**src/rtl/tdm_demux_4ch.sv**
```systemverilog
// tdm_demux_4ch: receiving end of a round-robin TDM sample stream.
// Samples arrive one per valid cycle in channel order 0..NUM_CH-1, with
// in_sync marking channel 0. A HUNT/LOCKED FSM aligns to frame starts,
// steers each accepted sample into its channel register and flags sync errors.
//
// Handshake: in_valid qualifies in_data/in_sync for the current cycle. There is
// no backpressure (no ready); every valid cycle is consumed on that edge.
// When in_valid=0 nothing changes and all pulse outputs are 0 next cycle.
// All outputs are registered; a sample accepted at edge N is visible in cycle N+1.
module tdm_demux_4ch #(
    parameter int DATA_W = 8,
    parameter int NUM_CH = 4
) (
    input  logic                     clk,
    input  logic                     rst_n,
    input  logic                     in_valid,
    input  logic [DATA_W-1:0]        in_data,
    input  logic                     in_sync,
    output logic [NUM_CH*DATA_W-1:0] out_data,
    output logic [NUM_CH-1:0]        out_valid,
    output logic                     frame_done,
    output logic                     locked,
    output logic                     sync_err
);

    localparam int CH_W = (NUM_CH > 1) ? $clog2(NUM_CH) : 1;
    localparam logic [CH_W-1:0] LAST_CH = CH_W'(NUM_CH - 1);

    typedef enum logic {
        HUNT   = 1'b0,
        LOCKED = 1'b1
    } state_e;

    state_e              state_q, state_d;
    logic [CH_W-1:0]     ch_cnt_q, ch_cnt_d;
    logic                wr_en;
    logic [CH_W-1:0]     wr_ch;
    logic                frame_done_q, frame_done_d;
    logic                sync_err_q, sync_err_d;
    logic [NUM_CH-1:0]   out_valid_q, out_valid_d;
    logic [DATA_W-1:0]   data_q [NUM_CH];

    // State register and per-cycle pulse registers
    always_ff @(posedge clk or negedge rst_n) begin
        if (!rst_n) begin
            state_q      <= HUNT;
            ch_cnt_q     <= '0;
            frame_done_q <= 1'b0;
            sync_err_q   <= 1'b0;
            out_valid_q  <= '0;
        end else begin
            state_q      <= state_d;
            ch_cnt_q     <= ch_cnt_d;
            frame_done_q <= frame_done_d;
            sync_err_q   <= sync_err_d;
            out_valid_q  <= out_valid_d;
        end
    end

    // Next-state logic: frame alignment, channel steering and error detection
    always_comb begin
        state_d      = state_q;
        ch_cnt_d     = ch_cnt_q;
        wr_en        = 1'b0;
        wr_ch        = '0;
        frame_done_d = 1'b0;
        sync_err_d   = 1'b0;
        if (in_valid) begin
            case (state_q)
                HUNT: begin
                    // Drop everything until a frame start is seen
                    if (in_sync) begin
                        wr_en    = 1'b1;
                        wr_ch    = '0;
                        ch_cnt_d = CH_W'(1);
                        state_d  = LOCKED;
                    end
                end
                LOCKED: begin
                    if (in_sync) begin
                        // Normal frame start, or early sync that re-aligns to ch0
                        wr_en      = 1'b1;
                        wr_ch      = '0;
                        ch_cnt_d   = CH_W'(1);
                        sync_err_d = (ch_cnt_q != '0);
                    end else if (ch_cnt_q == '0) begin
                        // Expected a frame start but none came: lose lock
                        sync_err_d = 1'b1;
                        ch_cnt_d   = '0;
                        state_d    = HUNT;
                    end else begin
                        wr_en        = 1'b1;
                        wr_ch        = ch_cnt_q;
                        ch_cnt_d     = ch_cnt_q + CH_W'(1);
                        frame_done_d = (ch_cnt_q == LAST_CH);
                    end
                end
                default: begin
                    state_d  = HUNT;
                    ch_cnt_d = '0;
                end
            endcase
        end
    end

    // One-hot write strobe for the channel being updated this cycle
    always_comb begin
        out_valid_d = '0;
        if (wr_en) begin
            out_valid_d[wr_ch] = 1'b1;
        end
    end

    // Per-channel sample registers; unwritten channels hold their value
    for (genvar k = 0; k < NUM_CH; k++) begin : g_ch
        always_ff @(posedge clk or negedge rst_n) begin
            if (!rst_n) begin
                data_q[k] <= '0;
            end else if (out_valid_d[k]) begin
                data_q[k] <= in_data;
            end
        end
        assign out_data[k*DATA_W +: DATA_W] = data_q[k];
    end

    assign out_valid  = out_valid_q;
    assign frame_done = frame_done_q;
    assign sync_err   = sync_err_q;
    assign locked     = (state_q == LOCKED);

endmodule

```
**config.mk**
```make
export PLATFORM = sky130hd
export DESIGN_NAME = tdm_demux_4ch
export DESIGN_NICKNAME = d
export VERILOG_FILES = /design/src/rtl/tdm_demux_4ch.sv
export SDC_FILE = /design/constraint.sdc
export NUM_CORES = 1
export LEC_CHECK = 0
export CAP_MARGIN = 30
export CORE_ASPECT_RATIO = 0.8
export CORE_MARGIN = 5
export CORE_UTILIZATION = 48
export CTS_CLUSTER_DIAMETER = 60
export CTS_CLUSTER_SIZE = 28
export DETAILED_ROUTE_END_ITERATION = 10
export HOLD_SLACK_MARGIN = 0.08
export PLACE_DENSITY = 0.88
export SLEW_MARGIN = 20
export SYNTH_ARGS = -nofsm -noshare
export SYNTH_HDL_FRONTEND = slang
export SYNTH_SLANG_ARGS = --single-unit
```
**constraint.sdc**
```tcl
create_clock -name clk -period 4.2 [get_ports clk]
set_clock_uncertainty 0.15 [all_clocks]
set_input_delay 0.42 -clock clk [delete_from_list [all_inputs] [get_ports clk]]
set_output_delay 0.42 -clock clk [all_outputs]
set_load 0.01 [all_outputs]
```
==> flow_summary.json, run 1 <==
{
  "synth.ff_latch_count": 41,
  "grt_remaining_overflow": 0,
  "synth.cell_area_um2": 1600,
  "cts_setup_buffers": 0,
  "number_of_nets_at_floorplan": 117,
  "cts.repair.resized": 0,
  "timing.critical_path.max_delay_family": "simple AND/OR/NAND/NOR gates",
  "run_status": "finished clean",
  "place.detailed.instances": 190,
  "reg2reg_from": "ch_cnt_q[1]",
  "max_stage_delay_ns": 0.48,
  "worst_setup_path_start_kind": "flip-flop",
  "logic_gate_count": 54,
  "top_area_cell": "sky130_fd_sc_hd__dfrtp_1",
  "fin_nets": 175,
  "area_delta_synth_final_pct": 42.1,
  "synth-warning-count": 0,
  "largestClassByArea": "flip-flops and latches",
  "final_layout_size_suffix_gt1_share_pct": 28.7,
  "finalHoldViolations": 0,
  "timing.fmax_mhz": 419,
  "ys_area_um2": 1600,
  "power.ir.vdd_worst_mv": 0.436,
  "crit_chain": "inv_1 > ha_1 > ha_1 > nand2_1 > o211ai_1 > nand3b_1 > mux2_2",
  "design.portCount": 51,
  "stage_log_warnings": 28,
  "clock_insertion_delay_at_the_later_pin_of_the_skew_report_ns": 0.29,
  "tritoncts": "built",
  "n_all_inverters": 5,
  "postSynthAreaPerCell_um2": 15.8,
  "grt_setup_unrepaired": "false",
  "ys_top_cells_by_area": "sky130_fd_sc_hd__dfrtp_1, sky130_fd_sc_hd__mux2_2, sky130_fd_sc_hd__ha_1",
  "cp.required_ns": 4.23,
  "cts-root-buf": "sky130_fd_sc_hd__clkbuf_8",
  "post-synth-top-area-fraction_pct": 64.3,
  "grt_max_degree": 42,
  "worst_setup_path_startpoint": "ch_cnt_q[1]",
  "synth-seq-area-share_pct": 64.3,
  "layout.clock.cell_area_share_pct": 4.47,
  "finalNonFillerCells": 200,
  "layout_min_cycle_time_ns": 2.39,
  "cts-buffers-inserted": 5,
  "cts_htree_levels": 2,
  "antenna_violating_nets_post_route": 0,
  "comb_area_um2": 546,
  "setup.worst_path.end": "out_data[8]",
  "worst_r2r_endpoint": "out_data[8]",
  "power.density_nw_per_um2": 700,
  "crit_path_frequent_cell": "sky130_fd_sc_hd__ha_1",
  "reg2reg_depth": 7,
  "worstSetupPathDepth": 7,
  "met3_wirelength_um": 292,
  "cells_on_worst_hold_path": 1,
  "async_flop_share_pct": 100,
  "hpwl_mm": 2.38,
  "worst_hold_path_type": "reg2reg",
  "fin_tns_setup_ns": 0,
  "cp_max_fo": 9,
  "total_leakage_power_nw": 1.02,
  "die_w_um": 74.5,
  "sequential_cell_area_um2": 1030,
  "die.size.y_um": 61.6,
  "num_rows": 18,
  "path_class": "reg2reg",
  "chipArea_um2": 4580,
  "worst_ep_arrival_time_ns": 2.42,
  "post-route-period-util_pct": 56.9,
  "cts_max_path_buffers": 2,
  "initialDrtViolationCount": 108,
  "buf_share_pct": 23.2,
  "post_drt_via_cell_ratio": 5.18,
  "routed-via-count": 1036,
  "yosys_most_used_dff": "sky130_fd_sc_hd__dfrtp_1",
  "synth.yosys.num_cells": 101,
  "layout.non_clock_buffers": 52,
  "grt_first_pass_wirelength_mm": 5.40,
  "report.final.slew_viol_count": 0,
  "via_count_of_the_first_global_routing_pass": 1055,
  "setup_viol": 0,
  "route.met2.wl_mm": 1.69,
  "seq_share_pct": 45.3,
  "antenna_violations_before_repair": 0,
  "combinational_share_of_cell_area_pct": 24.1,
  "total_routing_resource_utilization_after_global_routing_pct": 16.4,
  "core_util_floorplan_pct": 51.0,
  "yosysMostFrequentCell": "sky130_fd_sc_hd__dfrtp_1",
  "numPortBuffers": 50,
  "clock_buffer_count": 7,
  "enable_flop_cells": 0,
  "clk_pin_slew_ns": 0.08,
  "setup.worst_path.end_class": "flip-flop",
  "worst_path_max_delay_cell": "sky130_fd_sc_hd__nand3b_1",
  "totalWireLength_mm": 3.56,
  "tritoncts_num_sinks": 41,
  "syn_inst": 101,
  "routed_wire_length_per_instance_um": 17.8,
  "drtPass1Iterations": 4,
  "fillerInstances": 216,
  "path_buffers": 1,
  "insertedDiodeCount": 0,
  "min_delay_worst_endpoint": "out_data[14]",
  "ys_types": 21,
  "worst_slew_margin_rel_pct": 64.6,
  "timing_worst_slew_pin_value_ns": 0.530,
  "drc_errors": 0,
  "route.top_layer_used": "met4",
  "hold_path.startpoint": "out_data[14]",
  "maxCapViolCount": 0,
  "synthTopCellsByCount": "sky130_fd_sc_hd__dfrtp_1, sky130_fd_sc_hd__mux2_2, sky130_fd_sc_hd__inv_1, sky130_fd_sc_hd__ha_1",
  "rrSetupSlack_ns": 1.81,
  "place_congestion": 0.841,
  "m1WireLength_mm": 1.55
}
[run 1: state kept, by name, indices dropped and copies added (netlist names)]
register	cells
ch_cnt_q	2
sync_err	1
locked	1
out_valid	4
frame_done	1
out_data	32
[run 1: per-stage QoR]
| stage | cell area (µm²) | util (%) | hold slack, ns | total power, W | setup WS, ns |
|---|---|---|---|---|---|
| 4_1_cts | 2240 | 71.5 | 0.120 | 0.00159 | 1.77 |
| 2_1_floorplan | 1600 | - | -0.0256 | 0.000918 | 2.12 |
| 3_3_place_gp | 2140 | 68.2 | 0.339 | 0.00128 | 1.61 |
| 5_1_grt | 2270 | 72.4 | 0.367 | 0.00167 | 1.69 |
| 6_report | 2270 | 72.4 | 0.360 | 0.00159 | 1.81 |
| 3_5_place_dp | 2140 | 68.2 | 0.347 | 0.00131 | 1.58 |
[run 1: cells by family (layout without fill, tap and decap cells)]
family                     count (synthesis)  in the layout  share of synthesized area (%)
and+or+nand+nor                           11             11                           5.41
AOI/OAI and AO/OA                          7              7                           3.06
adders and majority gates                  4              4                           3.14
buffers and inverters                      6             65                           1.49
muxes                                     32             32                           22.6
DFF                                       41             41                           64.3
[run 1: placed cells by master, fill, tap and decap left out]
cell type / netlist / final
sky130_fd_sc_hd__a22o_1: 1 / 1
sky130_fd_sc_hd__dfrtp_1: 41 / 41
sky130_fd_sc_hd__buf_12: 0 / 1
sky130_fd_sc_hd__dlygate4sd3_1: 0 / 1
sky130_fd_sc_hd__and2_1: 1 / 1
sky130_fd_sc_hd__nor2_2: 1 / 1
sky130_fd_sc_hd__a21oi_2: 1 / 1
sky130_fd_sc_hd__inv_1: 5 / 5
sky130_fd_sc_hd__nand2_1: 2 / 2
sky130_fd_sc_hd__and3b_1: 1 / 1
sky130_fd_sc_hd__buf_2: 0 / 1
sky130_fd_sc_hd__clkdlybuf4s50_1: 0 / 49
sky130_fd_sc_hd__o211ai_1: 1 / 1
sky130_fd_sc_hd__clkinv_2: 0 / 1
sky130_fd_sc_hd__a21oi_1: 1 / 1
sky130_fd_sc_hd__nor2_1: 2 / 2
sky130_fd_sc_hd__a31oi_1: 1 / 1
sky130_fd_sc_hd__nand3b_1: 1 / 1
sky130_fd_sc_hd__ha_1: 4 / 4
sky130_fd_sc_hd__nor3_4: 1 / 1
sky130_fd_sc_hd__mux2_2: 32 / 32
sky130_fd_sc_hd__nand3b_4: 1 / 1
sky130_fd_sc_hd__clkbuf_8: 0 / 7
sky130_fd_sc_hd__nor2b_1: 1 / 1
sky130_fd_sc_hd__o21ai_0: 1 / 1
sky130_fd_sc_hd__a22oi_1: 1 / 1
[run 1: repair_timing]
action / in CTS / in global routing
hold endpoints to repair: 0 / 6
hold buffers: 0 / 1
endpoints found under the setup margin: 0 / 0
[run 1: per-layer routing]
layer,track usage [%],vias to the layer above
met4,6.09,0
met1,22.4,511
met3,5.06,4
met5,0,-
li1,-,472
met2,25.0,49
[run 1: power by group]
| group | internal (W) | switching [W] |
|---|---|---|
| sequential | 0.000554 | 0.000102 |
| combinational | 0.000405 | 0.000245 |
| clock | 0.000149 | 0.000133 |
| total | 0.00111 | 0.000481 |
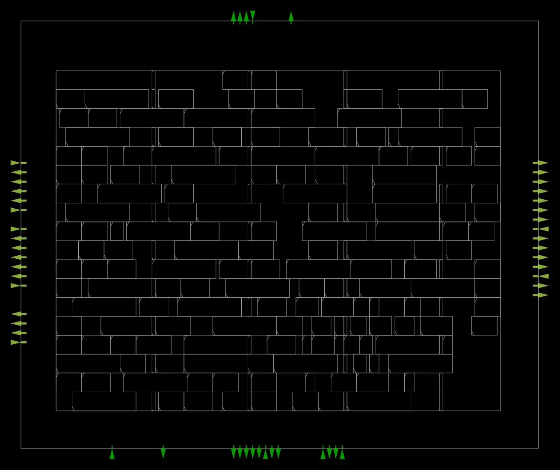
**Above:** run 1 (placed standard cells).
well-tap cell count: 40
seq_cells: 41
Std-Cell Core Area: 3130 µm²
utilization of the core after routing: 72.4%

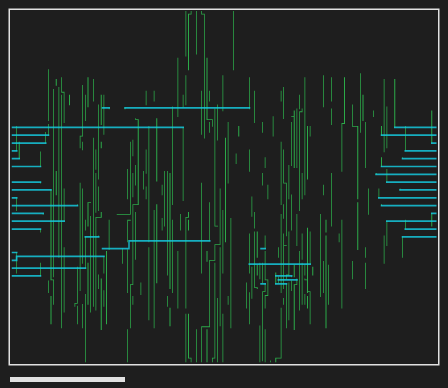
**Above:** run 1 (routed metal, one colour a layer).
Bar = 20 µm. Only two layers are drawn.
| layer | colour | wire length |
|---|---|---|
| metal 2 | green | 1690 µm |
| metal 3 | cyan | 293 µm |

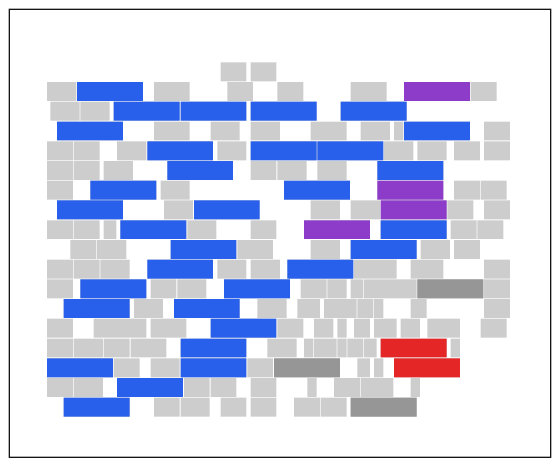
**Above:** run 1 (sequential cells coloured by netlist name).
Other sequential cells in the stronger grey, the rest of the logic in the fainter grey.
| signal | colour | sequential cells |
|---|---|---|
| `out_valid` | purple | 4 |
| `out_data` | blue | 32 |
| `ch_cnt_q` | red | 2 |

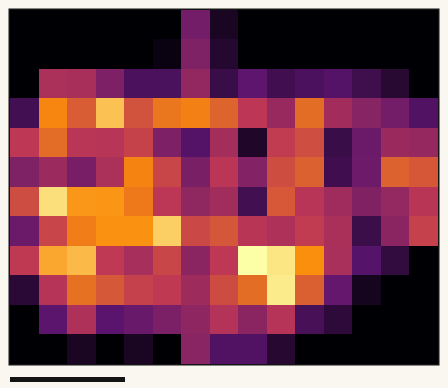
**Above:** run 1 (signal metal coverage by tile).
Bar = 20 µm. 15 x 12 tiles, from black (low) to pale yellow (high), scaled to the fullest tile. Values are wire area over tile area, all layers added.
mean over tiles: 0.13
densest ninth of the die: west
fullest tile: 0.37
nearly empty tiles: 24%

==> inputs of run 2 (changes only) <==
- CORE_UTILIZATION: 48 -> 41
- PLACE_DENSITY: 0.88 -> 0.8
- clock period: 4.2 -> 2.1 ns (I/O delays scaled with it)
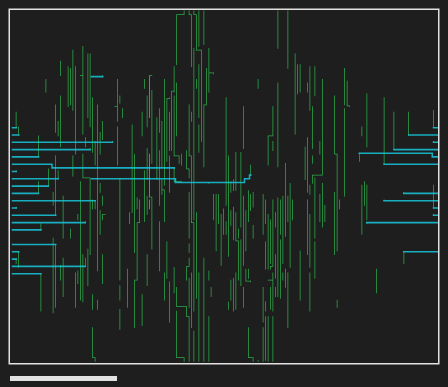
**Above:** run 2 (routed metal, one colour a layer).
Bar = 20 µm. Only two layers are drawn.
| layer | colour | wire length |
|---|---|---|
| metal 3 | cyan | 273 µm |
| metal 2 | green | 1800 µm |

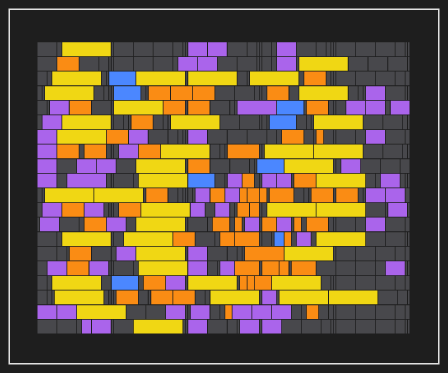
**Above:** run 2 (placed cells, one colour a class).
Fill, decap, tap and diode cells in grey.
| class | colour | cells |
|---|---|---|
| sequential cells | yellow | 41 |
| combinational and other logic | orange | 59 |
| remaining buffers and delay cells | purple | 65 |
| clock drivers and dummy loads | blue | 8 |
utilization of the core after routing: 63.4%
placement row count: 20
Final Cell Area: 2400 µm²
Seq area share: 42.8%
Std-Cell Core Area: 3780 µm²

==> run 2 against run 1 <==
  * Setup slack lost 1.7 ns
  * Via count rose by 3.9%
  * Clock power is 98% higher
  * Combinational power grew 110%
  * Flip-flop count unchanged
  * Die area increased by 14%
==> flow_summary.json, run 2 <==
{
  "grt_setup_unrepaired": "false",
  "worst_ep_arrival_time_ns": 2.02,
  "tritoncts": "built",
  "routed-via-count": 1076,
  "worst_hold_path_type": "in2async",
  "antenna_violating_nets_post_route": 0,
  "cts_htree_levels": 2,
  "totalWireLength_mm": 3.59,
  "core_util_floorplan_pct": 42.2,
  "cts-root-buf": "sky130_fd_sc_hd__clkbuf_8",
  "fin_nets": 188,
  "synth.ff_latch_count": 41,
  "syn_inst": 101,
  "worst_r2r_endpoint": "out_data[10]",
  "total_leakage_power_nw": 1.09,
  "cp_max_fo": 6,
  "cp.required_ns": 2.12,
  "place_congestion": 0.856,
  "ys_area_um2": 1600,
  "via_count_of_the_first_global_routing_pass": 1183,
  "run_status": "finished clean",
  "final_layout_top_logic_cell": "sky130_fd_sc_hd__clkdlybuf4s50_1",
  "grt_first_pass_wirelength_mm": 6.09,
  "die.size.y_um": 65.8,
  "initialDrtViolationCount": 71,
  "async_flop_share_pct": 100,
  "design.portCount": 51,
  "clock_insertion_delay_at_the_later_pin_of_the_skew_report_ns": 0.29,
  "timing_worst_slew_pin_value_ns": 0.288,
  "cts_max_path_buffers": 2,
  "post-layout-total-power_w": 0.00324,
  "drc_errors": 0,
  "synth.yosys.num_cells": 101,
  "final_layout_size_suffix_gt1_share_pct": 34.1,
  "report.final.slew_viol_count": 0,
  "rrSetupSlack_ns": 0.1,
  "cts-buffers-inserted": 5,
  "post_drt_via_cell_ratio": 4.72,
  "number_of_nets_at_floorplan": 117,
  "synth.cell_area_um2": 1600,
  "layout_min_cycle_time_ns": 2.00,
  "die_w_um": 79.7,
  "total_routing_resource_utilization_after_global_routing_pct": 15.5,
  "cts.repair.resized": 0,
  "antenna_violations_before_repair": 0,
  "worst_setup_path_start_kind": "flip-flop",
  "post-route-period-util_pct": 95.4,
  "hpwl_mm": 2.74,
  "power.ir.vdd_worst_mv": 0.752,
  "reg2reg_depth": 8,
  "top_area_cell": "sky130_fd_sc_hd__dfrtp_1",
  "tritoncts_num_sinks": 41,
  "grt_max_degree": 42,
  "yosys_most_used_dff": "sky130_fd_sc_hd__dfrtp_1",
  "most-common-layout-cells": "sky130_fd_sc_hd__clkdlybuf4s50_1, sky130_fd_sc_hd__dfrtp_1, sky130_fd_sc_hd__mux2_2, sky130_fd_sc_hd__buf_4, sky130_fd_sc_hd__clkbuf_8",
  "synth-seq-area-share_pct": 64.3,
  "ys_top_cells_by_area": "sky130_fd_sc_hd__dfrtp_1, sky130_fd_sc_hd__mux2_2, sky130_fd_sc_hd__ha_1",
  "synthTopCellsByCount": "sky130_fd_sc_hd__dfrtp_1, sky130_fd_sc_hd__mux2_2, sky130_fd_sc_hd__inv_1, sky130_fd_sc_hd__ha_1",
  "enable_flop_cells": 0,
  "drtPass1Iterations": 4,
  "stage_log_warnings": 28,
  "routed_wire_length_per_instance_um": 15.8,
  "yosysMostFrequentCell": "sky130_fd_sc_hd__dfrtp_1",
  "postSynthAreaPerCell_um2": 15.8,
  "worst_slew_margin_rel_pct": 80.8,
  "power.density_nw_per_um2": 1350,
  "grt_remaining_overflow": 0,
  "cts_setup_buffers": 0,
  "path_class": "reg2reg",
  "max_reg_flops": 32,
  "setup_viol": 0,
  "maxCapViolCount": 0,
  "reg2reg_from": "ch_cnt_q[0]",
  "place.detailed.instances": 218,
  "chipArea_um2": 5250,
  "synth-warning-count": 0,
  "setup.worst_path.end_class": "flip-flop",
  "numPortBuffers": 50,
  "clk_pin_slew_ns": 0.07,
  "timing.fmax_mhz": 499,
  "area_delta_synth_final_pct": 50.2,
  "post-synth-top-area-fraction_pct": 64.3,
  "insertedDiodeCount": 0,
  "ys_types": 21,
  "finalHoldViolations": 0
}
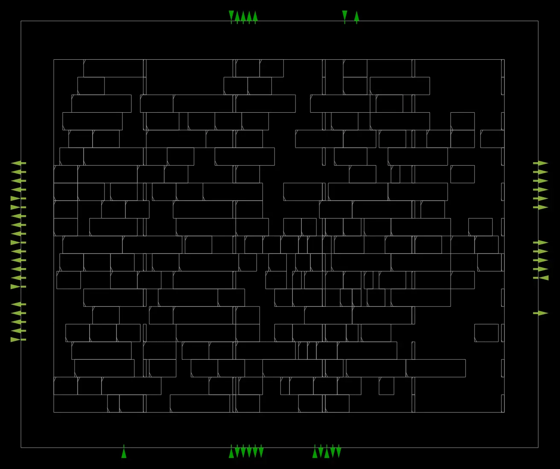
**Above:** run 2 (placed standard cells).
number of standard cells in the final layout excluding fillers: 228
well-tap cell count: 55

-- run 2: cell count changes in the layout (fill, tap and decap cells not counted), sizes merged --
cell / delta
buf: +13
-- run 2: metrics by stage --
step / cell area, µm² / setup slack, ns / TNS, ns / hold WS (ns)
6_report: 2400 / 0.0968 / 0 / 0.139
5_1_grt: 2400 / 0.000149 / 0 / 0.159
4_1_cts: 2380 / 0.107 / 0 / 0.364
3_5_place_dp: 2260 / -0.0536 / -0.777 / 0.228
3_3_place_gp: 2260 / 0.00466 / 0 / 0.207
2_1_floorplan: 1600 / 0.0198 / 0 / -0.236
-- run 2: metal layers --
metal  share of wire, %  up-vias  GRT usage [%]
met5                  0        -              0
met4               0.53        0           5.06
met2                 50       36           25.5
met1                 42      545           18.8
met3                7.6        2           5.86
li1                   -      493              -
-- run 2: logic make-up after synthesis --
group | Yosys count | share of synthesized area [%]
compound gates | 7 | 3.06
fa+ha+maj | 4 | 3.14
buf+inv | 6 | 1.49
flops | 41 | 64.3
mux | 32 | 22.6
simple gates | 11 | 5.41
-- run 2: final cells by class --
class | instances | area, µm²
fillers | 280 | 1380
multi-input cells | 54 | 546
clock buffers | 7 | 96.3
inverters | 5 | 18.8
flip-flops and latches | 41 | 1030
repair buffers | 65 | 636
well taps | 55 | 68.8
clock inverters | 1 | 5.00
-- run 2: timing repair --
item,in CTS,in global routing
hold buffers,1,0
endpoints found under the setup margin,0,0
endpoints found under the hold margin,41,0
-- run 2: worst max-delay path, cell delays in order (launching register included) --
cell,delay [ns]
sky130_fd_sc_hd__dfrtp_1,0.39
sky130_fd_sc_hd__inv_1,0.08
sky130_fd_sc_hd__ha_1,0.20
sky130_fd_sc_hd__ha_1,0.21
sky130_fd_sc_hd__nand2_1,0.06
sky130_fd_sc_hd__o211ai_1,0.13
sky130_fd_sc_hd__nand3b_1,0.16
sky130_fd_sc_hd__buf_4,0.16
sky130_fd_sc_hd__mux2_2,0.34
-- run 2: power by group --
| group | leakage (nW) | switching, W | internal (W) |
|---|---|---|---|
| clock network | 0.0542 | 0.000262 | 0.000297 |
| registers | 0.507 | 0.000183 | 0.00111 |
| logic | 0.529 | 0.000527 | 0.000864 |
-- run 2: worst max-delay path by stage --
stage | from | slack (ns) | endpoint
final | ch_cnt_q[0] | 0.1 | out_data[10]
after global routing | ch_cnt_q[0] | 0.0001 | out_data[10]
after CTS | ch_cnt_q[0] | 0.11 | out_data[10]
after detailed placement | in_sync | -0.05 | out_data[31]
after global placement | in_sync | 0.005 | out_data[27]
after floorplan | ch_cnt_q[0] | 0.02 | out_data[10]
No activity file was given, so power comes from the tool's default toggle rates.
